**Run 1: clock routing**

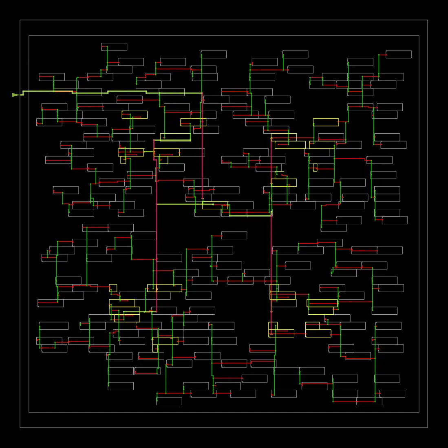
**Run 1: routed clock nets over the placement**

The bar under the picture is 50 um long.
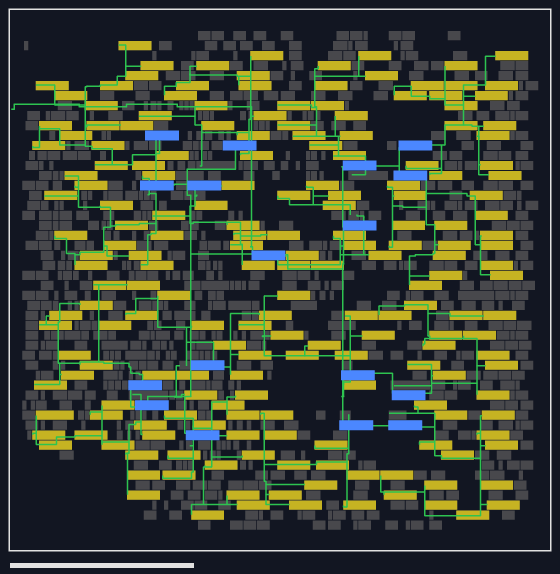
**Run 1: port wiring**

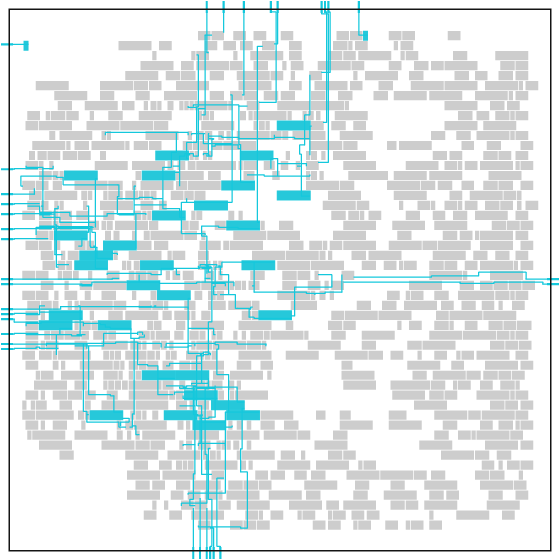
**Run 1: gate-type map**

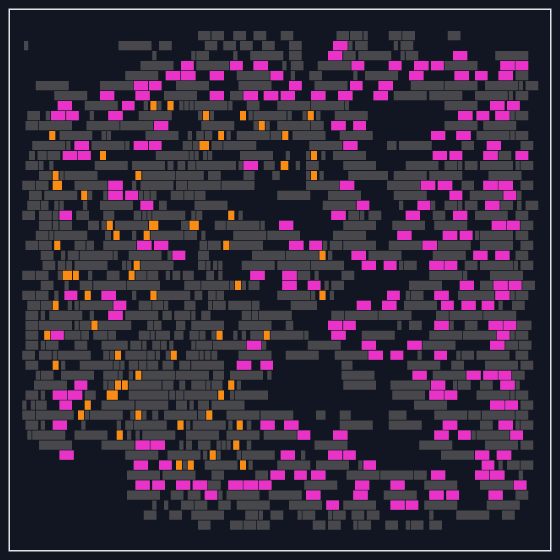
==> config.mk <==
export PLATFORM = sky130hd
export DESIGN_NAME = fetch_unit
export DESIGN_NICKNAME = d
export VERILOG_FILES = /design/src/rtl/fetch_unit.sv
export SDC_FILE = /design/constraint.sdc
export NUM_CORES = 1
export LEC_CHECK = 0
export CAP_MARGIN = 40
export CORE_MARGIN = 3
export CORE_UTILIZATION = 45
export CTS_CLUSTER_SIZE = 20
export DETAILED_ROUTE_END_ITERATION = 10
export PLACE_DENSITY = 0.76
export REMOVE_ABC_BUFFERS = 1
export SLEW_MARGIN = 20
export SYNTH_ARGS = -nofsm -noshare
export SYNTH_HDL_FRONTEND = slang
export SYNTH_SLANG_ARGS = --single-unit
==> constraint.sdc <==
create_clock -name clk -period 6.03 [get_ports clk]
set_input_delay 0.9045 -clock clk [delete_from_list [all_inputs] [get_ports clk]]
set_output_delay 0.9045 -clock clk [all_outputs]
set_load 0.02 [all_outputs]
==> GITHUB_STEP_SUMMARY <==
## PnR job results

| Metric | Value |
|---|---|
| Drc violations | 0 |
| Die X | 147 um |
| Critical Path RT | 5130 ps |
| Cts repair resizes | 0 |
| Area reported by Yosys stat | 0.00895 mm2 |
| Synth warn | 0 |
| Area growth, synth to finish | 27.6% |
| CP arrival | 2880 ps |
| Pre-CTS setup slack | 2090 ps |
| Avg Cell Area, Syn | 11.4 um2 |
| Rel. slew slack | 0.421 |
| Ys cells | 786 |
| Adder Share, Synth | 0.00363 |
| Distinct cells, synth | 46 |
| PD cells | 357 mW/mm2 |
| Met3 WL | 977 um |
| Filler Cell Count | 1,634 |
| Post-layout utilization of the core | 0.597 |
| Crit path max fanout | 43 |
| Crit-path max cell delay | 920 ps |
| Final setup fails | 0 |
| CTS Hold Buffers Added | 0 |
| Synthesized flop and latch total | 192 |
| Core footprint | 0.0191 mm2 |
| Number of enable flip-flop cells | 0 |
| Crit. path cell count | 4 |
| P_int | 2.92 mW |
| Family with the most delay on the worst path | buffers and inverters |
| Combinational power | 1.01 mW |
| H-tree lvl count | 4 |
| Cell area leaders | dfrtp_1 (54%), mux2_2 (16%), mux2i_1 (7.5%) |
| Routed Antenna Nets | 0 |
| Met1 usage | 0.275 |
| Clk pin slew, worst setup/hold paths | 70 ps |
| Status | finished clean |
| Most used routing layer | met2 |
| Comb area leader | multiplexers |
| Wirelength per Cell | 17.3 um |
| Hold path depth | 1 |
| Combinational power share | 0.248 |
| Sw Share | 0.285 |
| Tool warning count | 27 |
| Clock buffers | 19 |
| Setup TNS | 0 ps |
| Worst Hold Class | register to register |
| Uppermost layer routed | met4 |
| Routed Wire Length | 20.8 mm |
| First-pass GRT wire length | 34.3 mm |
| Gr usage total | 0.196 |
| Die height | 147 um |
| CP cell instances | buf_4 > mux2i_1 > nor2_1 > clkdlybuf4s50_1 |
| M3 GR Usage | 0.0398 |
| Post-CTS setup buffer count | 0 |
| Layout non-clock buf frac | 0.152 |
| Inserted Diodes | 0 |
| FP Util | 0.468 |
| DR vias/cell | 5.25 |
| Largest register FFs | 64 |
| Post-Syn Area | 0.00895 mm2 |
| CTS root buf | clkbuf_16 |
| Vias in the first global route | 6,475 |
| Total Power | 4.08 mW |
| DR pass1 iterations | 4 |
| Final hold vios | 0 |
| Leakage Power | 4.79 nW |
| Most frequent logic cell in the layout | dfrtp_1 |
| Post-DP HPWL | 13.6 mm |
| Crit start category | register |
| P_sw | 1.16 mW |
| CTS tree | done |
| Post-synth mux share | 0.236 |
| Well Taps | 260 |
| Top Layout Cells | dfrtp_1 (191), clkdlybuf4s50_1 (159), mux2_2 (128), nand2_1 (103), nor2_1 (73) |
| Pwr top | registers |
| MI comb cells | 532 |
| Worst r2r path cells | 9 |
| Leading cell kind | sequential cells |
| Area leader share | 0.537 |
| Fin nets | 996 |
| Non-CTS buffers | 173 |
| List of most frequent post-synthesis cells | dfrtp_1 (192), mux2_2 (128), nand2_1 (103) |
| Final Max Tran Viols | 0 |
| Most common cell in the netlist | dfrtp_1 |
| RD Place Congestion | 0.774 |
| MI comb area | 0.00389 mm2 |
| Worst-Margin Slew | 869 ps |
| Sequential power | 1.88 mW |
| Num CTS Buffers | 17 |
| Synth Area in Simple Gates | 0.127 |
| Ys async rst share | 1.00 |
| Maximum clock frequency | 264 MHz |
| Via total after detailed routing | 6,289 |
| Final worst-path cycle share | 0.628 |
| Non-CTS inverters | 10 |
| CP bufs+invs | 2 |
| Initial DRC Count | 356 |
| Synth Flop Type | dfrtp_1 |
| Post-DP Area | 0.0108 mm2 |
| Max_cap viols | 0 |
| Die Area | 0.0216 mm2 |
| Largest area contributor in the netlist | dfrtp_1 |
| RSZ-0062 raised after global routing | no |
| Met2 usage | 0.316 |
| Design area | 0.0114 mm2 |
| WHS | 505 ps |
| Cells after Synth | 786 |
| Max stage delay cell, worst path | dfrtp_4 |
| Aoi share | 0.0381 |
| M1 WL | 9.76 mm |
| Clk sinks | 192 |
| Placed Cells | 1,166 |
| Met2 WL | 9.86 mm |
| Largest net degree at the start of global routing | 79 |
| Post-layout minimum cycle time | 3780 ps |
| Sequential share of power | 0.460 |
| Layout cell share with drive strength beyond 1 | 0.204 |
| Overflow after GRT | 0 |
| R2R Setup Slk | 2990 ps |
| Max IR drop VDD | 0.226 mV |
| Post-synthesis sequential area ratio | 0.537 |
| Xor+xnor area frac | 0.0263 |
| Crit. End Element | primary output |
| CP Class | register to primary output |
Back to the opening pictures, 'clock routing':
P_clk: 1.19 mW
num sequential: 192

Back to the opening pictures, 'routed clock nets over the placement':
- yellow: flip-flops (count 192)
- blue: clock-net drivers (count 17)
- green: clock wires (length 2,180 um)
- flops lie: all over the die
- routed clock nets: 18
Final Skew: 10.2 ps
later-pin clock latency in the skew report: 420 ps
Clk network pwr share: 0.292

Back to the opening pictures, 'port wiring':
- cyan: imem_pc (bits 32; direction output; end cells 32; wire 2,370 um)
Top Ports: 165
Buffers on Ports: 160

Back to the opening pictures, 'gate-type map':
- magenta: mux cells (cells 195; most used mux2_2; where all over the die)
- orange: aoi and oai cells (cells 61; most used a21oi_1)
final instance count without filler cells: 1,198
logic share of the area: 0.340

No activity file was given, so power comes from the tool's default toggle rates.
